### src/rtl/debug_regfile_dumper_if.sv
// Byte-stream handshake between the register-file dumper and the UART transmitter.
// The master drives the byte and its valid flag; the slave answers with ready.
interface debug_regfile_dumper_if;
  logic [7:0] tx_data;
  logic       tx_valid;
  logic       tx_ready;

  modport master (output tx_data, output tx_valid, input tx_ready);
  modport slave  (input tx_data, input tx_valid, output tx_ready);
endinterface

### src/rtl/debug_regfile_dumper.sv
// Freezes the pipeline, walks the register file through its debug read port and
// streams a header byte followed by every 32-bit word MSB-first, then releases the pipeline.
module debug_regfile_dumper #(
  parameter int          NUM_REGS = 32,
  parameter int          READ_LAT = 1,
  parameter logic [7:0]  HEADER   = 8'hA5
) (
  input  logic                          clk,
  input  logic                          rst,
  input  logic                          start,
  output logic                          dbg_on,
  output logic                          stop_debug,
  output logic [4:0]                    dbg_read_reg,
  input  logic [31:0]                   dbg_data,
  debug_regfile_dumper_if.master        tx,
  output logic                          busy,
  output logic                          done
);

  localparam logic [2:0] S_IDLE   = 3'd0;
  localparam logic [2:0] S_FREEZE = 3'd1;
  localparam logic [2:0] S_HDR    = 3'd2;
  localparam logic [2:0] S_WAIT   = 3'd3;
  localparam logic [2:0] S_SEND   = 3'd4;
  localparam logic [2:0] S_DONE   = 3'd5;

  localparam logic [4:0] LAST_IDX  = 5'(NUM_REGS - 1);
  localparam logic [1:0] LAST_WAIT = 2'(READ_LAT - 1);

  logic [2:0]  state_q, state_d;
  logic [4:0]  idx_q, idx_d;
  logic [1:0]  wcnt_q, wcnt_d;
  logic [1:0]  bcnt_q, bcnt_d;
  logic [31:0] shreg_q, shreg_d;

  always_comb begin
    state_d = state_q;
    idx_d   = idx_q;
    wcnt_d  = wcnt_q;
    bcnt_d  = bcnt_q;
    shreg_d = shreg_q;
    case (state_q)
      S_IDLE:   if (start) state_d = S_FREEZE;
      S_FREEZE: begin
        idx_d   = '0;
        state_d = S_HDR;
      end
      S_HDR: if (tx.tx_ready) begin
        wcnt_d  = '0;
        state_d = S_WAIT;
      end
      S_WAIT: begin
        if (wcnt_q == LAST_WAIT) begin
          shreg_d = dbg_data;
          bcnt_d  = '0;
          state_d = S_SEND;
        end else begin
          wcnt_d = wcnt_q + 2'd1;
        end
      end
      S_SEND: if (tx.tx_ready) begin
        shreg_d = {shreg_q[23:0], 8'h00};
        bcnt_d  = bcnt_q + 2'd1;
        if (bcnt_q == 2'd3) begin
          if (idx_q == LAST_IDX) begin
            state_d = S_DONE;
          end else begin
            idx_d   = idx_q + 5'd1;
            wcnt_d  = '0;
            state_d = S_WAIT;
          end
        end
      end
      S_DONE: begin
        idx_d   = '0;
        state_d = S_IDLE;
      end
      default: state_d = S_IDLE;
    endcase
  end

  always_ff @(posedge clk or negedge rst) begin
    if (!rst) begin
      state_q <= S_IDLE;
      idx_q   <= '0;
      wcnt_q  <= '0;
      bcnt_q  <= '0;
      shreg_q <= '0;
    end else begin
      state_q <= state_d;
      idx_q   <= idx_d;
      wcnt_q  <= wcnt_d;
      bcnt_q  <= bcnt_d;
      shreg_q <= shreg_d;
    end
  end

  // Read address follows the next index so the regfile read starts in the cycle of
  // the last accepted byte; the WAIT count then lands exactly on valid data.
  assign dbg_read_reg = idx_d;
  assign busy         = (state_q != S_IDLE);
  assign dbg_on       = busy;
  assign stop_debug   = busy;
  assign done         = (state_q == S_DONE);
  assign tx.tx_valid  = (state_q == S_HDR) || (state_q == S_SEND);
  assign tx.tx_data   = (state_q == S_HDR)  ? HEADER :
                        (state_q == S_SEND) ? shreg_q[31:24] : '0;

endmodule

### src/flat_wrapper.sv
// flat-port wrapper written by rule: the top's interface ports become plain ports
module debug_regfile_dumper_flat 
#(
  parameter int          NUM_REGS = 32,
  parameter int          READ_LAT = 1,
  parameter logic [7:0]  HEADER   = 8'hA5
)
  (clk, rst, start, dbg_on, stop_debug, dbg_read_reg, dbg_data, busy, done, tx_tx_data, tx_tx_valid, tx_tx_ready);
  debug_regfile_dumper_if tx_i ();
  input  logic clk;
  input  logic rst;
  input  logic start;
  output logic dbg_on;
  output logic stop_debug;
  output logic [4:0] dbg_read_reg;
  input  logic [31:0] dbg_data;
  output logic busy;
  output logic done;
  output wire logic [$bits(tx_i.tx_data)-1:0] tx_tx_data;
  output wire logic [$bits(tx_i.tx_valid)-1:0] tx_tx_valid;
  input wire logic [$bits(tx_i.tx_ready)-1:0] tx_tx_ready;
  assign tx_tx_data = tx_i.tx_data;
  assign tx_tx_valid = tx_i.tx_valid;
  assign tx_i.tx_ready = tx_tx_ready;
  debug_regfile_dumper #(.NUM_REGS(NUM_REGS), .READ_LAT(READ_LAT), .HEADER(HEADER)) u_core (.clk(clk), .rst(rst), .start(start), .dbg_on(dbg_on), .stop_debug(stop_debug), .dbg_read_reg(dbg_read_reg), .dbg_data(dbg_data), .tx(tx_i), .busy(busy), .done(done));
endmodule
### config.mk
export PLATFORM = sky130hd
export DESIGN_NAME = debug_regfile_dumper_flat
export DESIGN_NICKNAME = d
export VERILOG_FILES = /design/src/rtl/debug_regfile_dumper_if.sv /design/src/rtl/debug_regfile_dumper.sv /design/src/flat_wrapper.sv
export SDC_FILE = /design/constraint.sdc
export NUM_CORES = 1
export LEC_CHECK = 0
export CAP_MARGIN = 15
export CORE_ASPECT_RATIO = 0.8
export CORE_MARGIN = 5
export CORE_UTILIZATION = 30
export CTS_CLUSTER_SIZE = 30
export DETAILED_ROUTE_END_ITERATION = 8
export GPL_TIMING_DRIVEN = 0
export SETUP_SLACK_MARGIN = 0.2
export SYNTH_ARGS = -nofsm -noshare
export SYNTH_HDL_FRONTEND = slang
export SYNTH_SLANG_ARGS = --single-unit
export TNS_END_PERCENT = 1
### constraint.sdc
create_clock -name clk -period 1.85 [get_ports clk]
set_clock_uncertainty 0.05 [all_clocks]
set_input_delay 0.37 -clock clk [delete_from_list [all_inputs] [get_ports clk]]
set_output_delay 0.37 -clock clk [all_outputs]
set_load 0.005 [all_outputs]
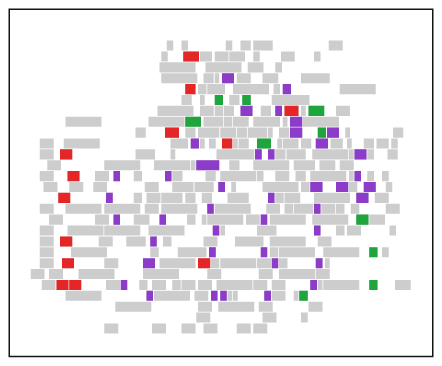
(selected gate families)
Drawn at 4 px/micron.
red -> non-inverting ao/oa cells  # cells 13, most used a22o_1
green -> and/or cells  # cells 10, most used and2_1
purple -> aoi and oai cells  # cells 42, most used o21ai_1

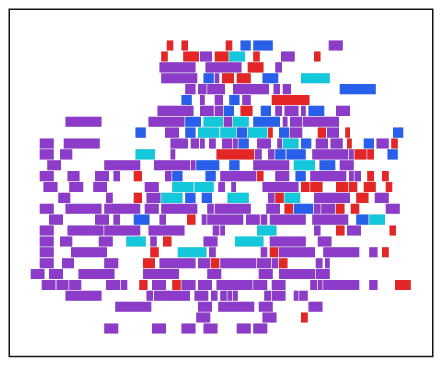
(cell sizes after repair)
Drawn at 4 px/micron.
cyan -> x6 and larger  # cells 20, share 6.9%
purple -> x1 and smaller  # cells 183, share 64%, most used dfrtp_1
blue -> x3 and x4  # cells 34, share 12%, most used buf_4
red -> x2  # cells 51, share 18%, most used nand2_2

==> impl_metrics.py <==
# Physical implementation metrics
metrics = {
    "route": {
        "routed_via_density": 4.88,
        "postRouteAntennaNets": 0,
        "route.detailed.drc": 0,
        "drt-pass1-iter-count": 4,
    },
    "timing": {
        "fin_ws_ns": -0.352,
        "setup_viol": 12,
        "fin_crit_ns": 2.20,
        "hold_viol": 0,
        "hold_slack_ns": 0.439,
        "fmax_mhz": 454,
        "finalClockPeriodUsage_pct": 119,
        "rsz0062_at_grt": "true",
        "tightestPinTransition_ns": 0.428,
        "setup_tns_ns": -2.50,
    },
    "synthesis": {
        "ys_sh_xor_pct": 0.400,
        "logic_family": "AND-OR/OR-AND gates",
        "top_area_share_pct": 50.3,
        "compound_area_share_pct": 16.2,
        "synth-async-reset-ratio_pct": 100,
        "ys_types": 34,
        "ys_warn_count": 0,
        "synth_cells": 210,
        "syn_area_per_cell_sq_um": 10.4,
        "synth.area.mux_share_pct": 11.9,
        "largest_area_cell": "dfrtp_1",
        "ys.flop_type": "dfrtp_1",
        "numSynthFlops": 44,
        "adder_share_pct": 1.71,
        "yosys-top-cells-area": "dfrtp_1 (50%), mux2i_1 (12%), o21ai_0 (6.2%)",
        "ys_seq_share_pct": 50.3,
    },
    "floorplanning": {
        "ios": 54,
        "dieHeight_microns": 86.4,
        "nWellTaps": 87,
        "core_region_area_sq_mm": 0.00699,
        "fp.dieW_microns": 106,
    },
    "power": {
        "power.switching_uw": 1610,
        "p_sw_share_pct": 36.9,
        "p_total_uw": 4370,
        "ir_drop_v": 0.000471,
        "comb_power_share_pct": 49.7,
    },
    "layout": {
        "final_util_pct": 46.3,
        "fin_cells": 375,
        "clkbuf_count": 5,
        "sh_comb_area_pct": 34.0,
        "nNonClkInverters": 5,
        "largest_cell_class": "flip-flops and latches",
        "regArea_sq_mm": 0.00110,
        "fill_cells": 695,
        "n_sequential_cell": 44,
        "seq_area_share_pct": 34.1,
        "logic_gates": 144,
        "non_clock_buffer_area_share_pct": 25.5,
        "lay_top_cells": "dfrtp_1 (42), clkdlybuf4s50_1 (33), mux2i_1 (26)",
        "area_delta_synth_final_pct": 47.9,
    },
    "critical_path": {
        "worstPathArrival_ns": 1.78,
        "endpoint_kind": "output pin",
        "crit_fanout": 5,
    },
    "job": {
        "warnings": 29,
    },
    "place": {
        "dp_hpwl_microns": 3910,
        "gp_congestion": 0.713,
        "pre_cts_ws_ns": -0.941,
    },
    "clock_network": {
        "tritoncts": "done",
        "cts_buffers": 5,
        "clock_latency_ns": 0.30,
        "cts_resized": 98,
        "ctsRootBufferMaster": "clkbuf_8",
        "cts.sinks": 44,
    },
    "grt": {
        "grt_max_degree": 28,
        "grt_first_pass_wirelength_microns": 9580,
        "antenna_found_initial": 0,
        "grtUsageTotal_pct": 13.0,
    },
    "outcome": {
        "violations": "setup timing",
        "status": "finished with violations",
    },
    "min_path": {
        "holdCritPathClass": "register to register",
    },
}
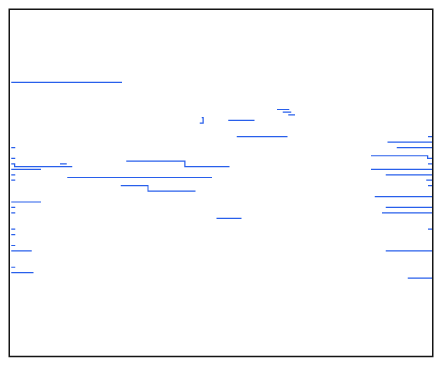
(M3 wires)
Drawn at 4 px/micron.
wire length on this layer = 311 microns
main direction = horizontal
longest straight run = 35.9 microns
share of all routed wire = 5.5%
WL final: 5690 microns
met3 Use GR: 4.17%
routed via count: 1831

[per-layer routing]
| layer | track usage (%) | wire length [microns] | up-vias |
|---|---|---|---|
| met4 | 2.59 | 11 | 0 |
| met5 | 0 | 0 | - |
| met1 | 17.3 | 2700 | 874 |
| li1 | - | - | 903 |
| met2 | 20.9 | 2670 | 52 |
| met3 | 4.17 | 310 | 2 |
[power groups by stage]
stage / clock network, uW / logic [uW] / registers [uW]
finish: 573 / 2170 / 1630
global route: 630 / 2390 / 1680
CTS: 591 / 1930 / 1580
detailed placement: 0 / 1710 / 1590
global placement: 0 / 1670 / 1580
floorplan: 0 / 1140 / 1520
[registers in the layout, summed over array words and instances, names as in the netlist]
name	cells
u_core.idx_q	5
u_core.bcnt_q	2
u_core.wcnt_q	2
u_core.state_q	3
u_core.shreg_q	32
[final timing paths]
path | startpoint | to | slack (ns) | depth (start not counted)
worst max-delay path | u_core.state_q[1]$_DFFE_PN0P_ | dbg_read_reg[0] | -0.35 | 8
worst min-delay path | u_core.shreg_q[27]$_DFFE_PN0P_ | u_core.shreg_q[27]$_DFFE_PN0P_ | 0.44 | 2
worst max register to register | u_core.state_q[0]$_DFFE_PN0P_ | u_core.bcnt_q[0]$_DFFE_PN0P_ | 0.11 | 8
worst min register to register | u_core.shreg_q[27]$_DFFE_PN0P_ | u_core.shreg_q[27]$_DFFE_PN0P_ | 0.44 | 2
max in group asynchronous | rst | u_core.state_q[2]$_DFFE_PN0P_ | 0.77 | 3
min in group asynchronous | rst | u_core.idx_q[0]$_DFF_PN0_ | 0.49 | 2
[critical path: stages, from the launching register on]
cell,delay [ns]
dfrtp_1,0.40
buf_6,0.14
nor3b_4,0.17
buf_6,0.13
nand4_1,0.11
buf_4,0.17
buf_6,0.11
o21ai_2,0.12
buf_2,0.13
Power and IR drop assume default switching activity.
